$ cat config.mk
export PLATFORM = sky130hd
export DESIGN_NAME = photon_host_ctrl
export DESIGN_NICKNAME = d
export VERILOG_FILES = /design/src/rtl/photon_host_ctrl.sv
export SDC_FILE = /design/constraint.sdc
export NUM_CORES = 2
export LEC_CHECK = 0
export CELL_PAD_IN_SITES_DETAIL_PLACEMENT = 0
export CELL_PAD_IN_SITES_GLOBAL_PLACEMENT = 1
export CORE_MARGIN = 4
export CORE_UTILIZATION = 43
export CTS_BUF_LIST = sky130_fd_sc_hd__clkbuf_4 sky130_fd_sc_hd__clkbuf_8
export CTS_CLUSTER_SIZE = 40
export DETAILED_ROUTE_END_ITERATION = 8
export PLACE_DENSITY = 0.85
export SYNTH_ARGS = -nofsm -noshare
export SYNTH_HDL_FRONTEND = slang
export SYNTH_SLANG_ARGS = --single-unit
$ cat constraint.sdc
create_clock -name clk -period 38.7 [get_ports clk]
set_clock_uncertainty 0.1 [all_clocks]
set_input_delay 7.74 -clock clk [delete_from_list [all_inputs] [get_ports clk]]
set_output_delay 7.74 -clock clk [all_outputs]
set_load 0.02 [all_outputs]
$ cat src/rtl/photon_host_ctrl.sv
// -----------------------------------------------------------------------------
// photon_host_ctrl
//
// Master-side sequencer for the Photon hash accelerator. A client hands over a
// 256-bit message with a start pulse; this block writes the eight message words
// into photon, issues HASH, polls CHECK until the accelerator reports
// completion (or a poll budget runs out), reads back the eight digest words and
// finishes with a one-cycle done pulse.
//
// Ports
//   clk, rst           system clock (shared with photon_bus), async active-high reset
//   start              client request, only looked at while idle
//   msg[255:0]         message, word i = msg[32*i +: 32] -> photon addr i
//   busy               high from the cycle after acceptance through the done cycle
//   done               one-cycle completion pulse
//   err                poll timeout flag, valid with done, held until next start
//   digest[255:0]      last successful digest, word i = READ of addr i
//   bus_opcode/addr/data_in   registered photon_bus command outputs
//   bus_data_out       photon read/check data (combinational in photon)
//   bus_ready          photon idle indication, not needed for sequencing
// -----------------------------------------------------------------------------
module photon_host_ctrl #(
   parameter int NWORDS        = 8,
   parameter int POLL_TIMEOUT  = 1024,
   parameter int SETTLE_CYCLES = 1
) (
   input  logic                 clk,
   input  logic                 rst,
   input  logic                 start,
   input  logic [32*NWORDS-1:0] msg,
   output logic                 busy,
   output logic                 done,
   output logic                 err,
   output logic [32*NWORDS-1:0] digest,
   output logic [2:0]           bus_opcode,
   output logic [2:0]           bus_addr,
   output logic [31:0]          bus_data_in,
   input  logic [31:0]          bus_data_out,
   input  logic                 bus_ready
);

   localparam int MW      = 32 * NWORDS;
   // One counter serves both the settle delay and the poll budget.
   localparam int CNT_MAX = (POLL_TIMEOUT > SETTLE_CYCLES) ? POLL_TIMEOUT : SETTLE_CYCLES;
   localparam int CW      = $clog2(CNT_MAX + 1);

   localparam logic [2:0]    LAST_IDX    = 3'(NWORDS - 1);
   localparam logic [CW-1:0] TMO_CNT     = CW'(POLL_TIMEOUT);
   localparam logic [CW-1:0] SETTLE_LAST = CW'(SETTLE_CYCLES - 1);

   localparam logic [2:0] OP_NONE  = 3'd0;
   localparam logic [2:0] OP_READ  = 3'd1;
   localparam logic [2:0] OP_WRITE = 3'd2;
   localparam logic [2:0] OP_HASH  = 3'd3;
   localparam logic [2:0] OP_CHECK = 3'd4;

   typedef enum logic [2:0] {
      S_IDLE, S_WR, S_HASH, S_SETTLE, S_POLL, S_RD, S_FIN
   } state_t;

   state_t          state_q, state_d;
   logic [2:0]      idx_q, idx_d;
   logic [CW-1:0]   cnt_q, cnt_d;
   logic [CW-1:0]   cnt_inc;
   logic [MW-1:0]   msg_buf_q, msg_buf_d;
   logic [MW-1:0]   stage_q, stage_d;
   logic [MW-1:0]   digest_q, digest_d;
   logic            busy_q, busy_d;
   logic            done_q, done_d;
   logic            err_q, err_d;
   logic [2:0]      opcode_q, opcode_d;
   logic [2:0]      addr_q, addr_d;
   logic [31:0]     data_in_q, data_in_d;

   // Photon's ready line is redundant with CHECK polling.
   logic unused_bus_ready;
   assign unused_bus_ready = bus_ready;

   assign cnt_inc = cnt_q + CW'(1);

   always_comb begin
      state_d   = state_q;
      idx_d     = idx_q;
      cnt_d     = cnt_q;
      msg_buf_d = msg_buf_q;
      stage_d   = stage_q;
      digest_d  = digest_q;
      busy_d    = busy_q;
      done_d    = 1'b0;
      err_d     = err_q;

      case (state_q)
         S_IDLE: begin
            if (start) begin
               state_d   = S_WR;
               idx_d     = 3'd0;
               busy_d    = 1'b1;
               err_d     = 1'b0;
               msg_buf_d = msg;
            end
         end
         S_WR: begin
            if (idx_q == LAST_IDX) state_d = S_HASH;
            else                   idx_d   = idx_q + 3'd1;
         end
         S_HASH: begin
            state_d = S_SETTLE;
            cnt_d   = '0;
         end
         S_SETTLE: begin
            if (cnt_q == SETTLE_LAST) begin
               state_d = S_POLL;
               cnt_d   = '0;
            end else begin
               cnt_d = cnt_inc;
            end
         end
         S_POLL: begin
            // Only bit 0 of the CHECK response carries meaning.
            if (bus_data_out[0]) begin
               state_d = S_RD;
               idx_d   = 3'd0;
            end else begin
               cnt_d = cnt_inc;
               if (cnt_inc == TMO_CNT) begin
                  state_d = S_FIN;
                  err_d   = 1'b1;
                  done_d  = 1'b1;
               end
            end
         end
         S_RD: begin
            stage_d[32*idx_q +: 32] = bus_data_out;
            if (idx_q == LAST_IDX) begin
               // Publish the digest together with done, including the last word.
               state_d  = S_FIN;
               done_d   = 1'b1;
               digest_d = stage_d;
            end else begin
               idx_d = idx_q + 3'd1;
            end
         end
         S_FIN: begin
            state_d = S_IDLE;
            busy_d  = 1'b0;
         end
         default: state_d = S_IDLE;
      endcase

      // Bus command is a registered function of the next state and index.
      case (state_d)
         S_WR:    opcode_d = OP_WRITE;
         S_HASH:  opcode_d = OP_HASH;
         S_POLL:  opcode_d = OP_CHECK;
         S_RD:    opcode_d = OP_READ;
         default: opcode_d = OP_NONE;
      endcase

      addr_d    = addr_q;
      data_in_d = data_in_q;
      if (state_d == S_WR || state_d == S_RD) addr_d = idx_d;
      if (state_d == S_WR) data_in_d = msg_buf_d[32*idx_d +: 32];
   end

   always_ff @(posedge clk or posedge rst) begin
      if (rst) begin
         state_q   <= S_IDLE;
         idx_q     <= 3'd0;
         cnt_q     <= '0;
         msg_buf_q <= '0;
         stage_q   <= '0;
         digest_q  <= '0;
         busy_q    <= 1'b0;
         done_q    <= 1'b0;
         err_q     <= 1'b0;
         opcode_q  <= OP_NONE;
         addr_q    <= 3'd0;
         data_in_q <= 32'd0;
      end else begin
         state_q   <= state_d;
         idx_q     <= idx_d;
         cnt_q     <= cnt_d;
         msg_buf_q <= msg_buf_d;
         stage_q   <= stage_d;
         digest_q  <= digest_d;
         busy_q    <= busy_d;
         done_q    <= done_d;
         err_q     <= err_d;
         opcode_q  <= opcode_d;
         addr_q    <= addr_d;
         data_in_q <= data_in_d;
      end
   end

   assign busy        = busy_q;
   assign done        = done_q;
   assign err         = err_q;
   assign digest      = digest_q;
   assign bus_opcode  = opcode_q;
   assign bus_addr    = addr_q;
   assign bus_data_in = data_in_q;

endmodule

==> results.yml <==
# implementation run metrics
logic_synthesis:
  topCellsByArea: "dfrtp_1 (59%), mux2_2 (12%), o21ai_0 (6.6%), nand2_1 (6.1%), mux2i_1 (3.7%)"
  mux_area_frac: 0.162
  synth.top_cells.by_count: "dfrtp_1 (826), nand2_1 (567), o21ai_0 (463)"
  syn_area_um2: 35200
  ff_type: "dfrtp_1"
  postSynthSeqShare: 0.588
  synthTopLogicFamily: "multiplexers"
  numSynthFlops: 826
  synth-area-yosys_um2: 35200
  syn_nets: 3527
  netlist_instances: 3227
  yosysTopAreaCellShare: 0.588
  ys_warn_count: 0
  ys_sh_adder: 0.00285
worst_setup_path:
  crit_required_ns: 39.18
  r2r_slack_ns: 33.98
  crit_fanout: 159
  worstRegToRegCells: 8
  worstSetupPathType: "in -> reg"
  cp_top_family: "buffers and inverters"
  cp_slowest_cell: "buf_4"
  reg2reg_from: "state_q[2]$_DFF_PP0_"
  worst_setup_path_end_kind: "flip-flop"
  cp-endpoint: "bus_data_in[18]$_DFFE_PP0N_"
  timing.critical_path.arrival_ns: 12.01
  startpoint: "start"
timing:
  drv_slew: 0
  hold_viol: 0
  max_slew_margin: 0.185
  period_needed_ns: 11.53
  grt_setup_unrepaired: "no"
  whs_ns: 0.375
  setup_violations: 0
  fmax_mhz: 86.8
  setup_ws_ns: 27.17
detailed_routing:
  drt_first_pass_iters: 5
  viasPerCell: 5.20
  ant_nets: 0
  remaining_drc_errors: 0
  drt_iter0_markers: 1609
pwr:
  cellPowerDensity_nw_per_um2: 95.5
  pg_seq_uw: 1490
  power_uw: 4280
  pwr-share-comb: 0.459
  pg_comb_uw: 1960
  power.share.sequential: 0.349
  swShare: 0.394
  vdd_ir_drop_max_v: 0.0000969
  power_leakage_uw: 0.0200
placement:
  portBuffers: 587
  place.gp.congestion: 0.814
  place_inst: 4689
  dpl.hpwl_mm: 73.5
  placed_area_um2: 41800
grt:
  grt_pass1_wl_mm: 162
  grt_overflow: 0
  grt_pass1_vias: 26104
  grt_use_total: 0.249
  antenna_found_initial: 30
  grt_max_degree: 274
min_path:
  min_from: "digest[88]$_DFFE_PP0P_"
  holdPathEnd: "digest[88]$_DFFE_PP0P_"
  min_path_type: "reg -> reg"
  holdPathStages: 2
clocking:
  clkTransAtPathRegs_ns: 0.06
  h-tree-depth: 4
  cts_tree: "done"
  post_cts_resized: 0
  clock_latency_ns: 0.78
  ctsHoldBuffers: 0
  cts.sinks: 826
  clockBufferDepth: 3
  numCtsBuffers: 141
finish:
  flop_area_um2: 20700
  largest_class: "registers"
  clock_cell_area_share: 0.0657
  logic_gates: 2163
  n_fill_cell: 7141
  fin_cells: 4953
  area_growth_pct: 27.4
  final_nets: 4072
  inverters: 13
  buffers: 627
floorplan:
  ios: 589
  die_x_um: 294
  fp.dieH_um: 294
  core_util_floorplan: 0.435
flow_run:
  warning_count: 47
outcome:
  outcome: "complete, no violations"
-- placed cells by master, fill, tap and decap left out, types with 32 or more instances in the layout --
master / synthesis / final
a31oi_1: 36 / 36
buf_4: 21 / 36
clkbuf_8: 0 / 176
clkbuf_4: 1 / 41
a21oi_1: 198 / 197
nand2_1: 567 / 561
o22a_1: 32 / 32
o21ai_0: 463 / 463
nor2_1: 238 / 237
mux2_2: 364 / 364
mux2i_1: 130 / 130
a22oi_1: 32 / 32
dfrtp_1: 826 / 826
clkdlybuf4s50_1: 0 / 587
-- layer usage --
metal,vias to the layer above,part of all wire,global-route usage
met5,-,0.00098,0
met4,16,0.048,0.125
met3,211,0.10,0.0996
met2,786,0.46,0.390
met1,12510,0.39,0.300
li1,12248,-,-
Fig. 1: selected gate families
Scale bar: 100 um.
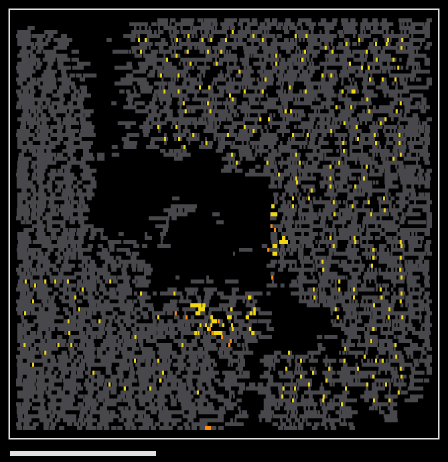
Key: inverters = orange [cells 13, most used inv_1, where bottom center]; NOR gates = yellow [cells 258, most used nor2_1]

Fig. 2: routed metal, one color a layer
Scale bar: 100 um.
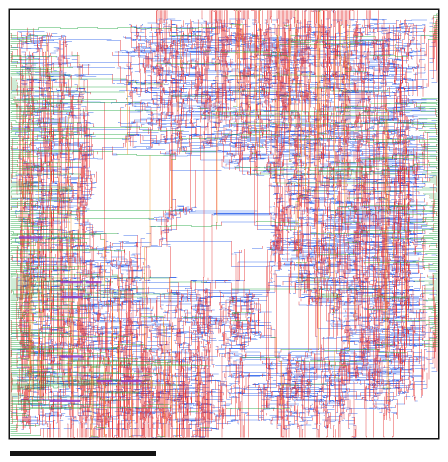
Key: metal 4 = orange [wire length 5150 um]; metal 3 = green [wire length 10800 um]; metal 1 = blue [wire length 42.1 mm]; metal 2 = red [wire length 50.0 mm]; metal 5 = purple [wire length 107 um]

Fig. 3: metal 4
Scale bar: 100 um.
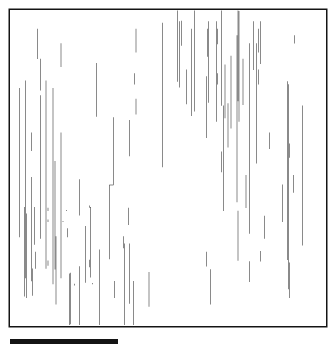
The layer holds 4.8% of the routed length. The layer carries 5150 um of wire.
routed wire length: 108 mm
via count: 25771

Fig. 4: placement view
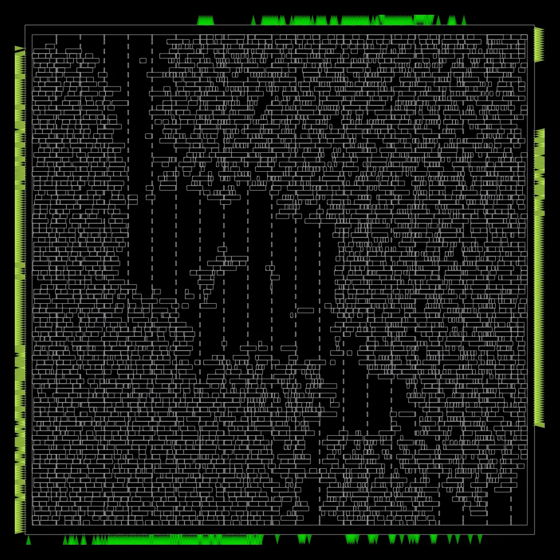
CORE AREA: 80800 um2
final core utilization: 0.554
sequential cells: 826
Well Taps: 1060
Seq/total area: 0.461

Fig. 5: cell classes on the final placement
Scale bar: 100 um. Fill, decap, tap and diode cells in gray.
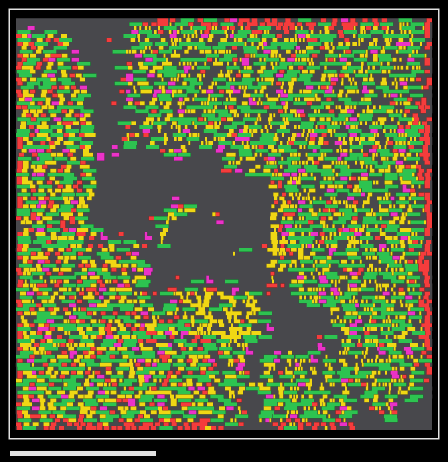
Key: combinational and other logic = yellow [cells 2176]; flops = green [cells 826]; other buffers and delay cells = red [cells 627]; clock drivers and dummy loads = magenta [cells 243]
placement row count: 104
Final Cell Area: 44800 um2

Power and IR drop assume default switching activity.
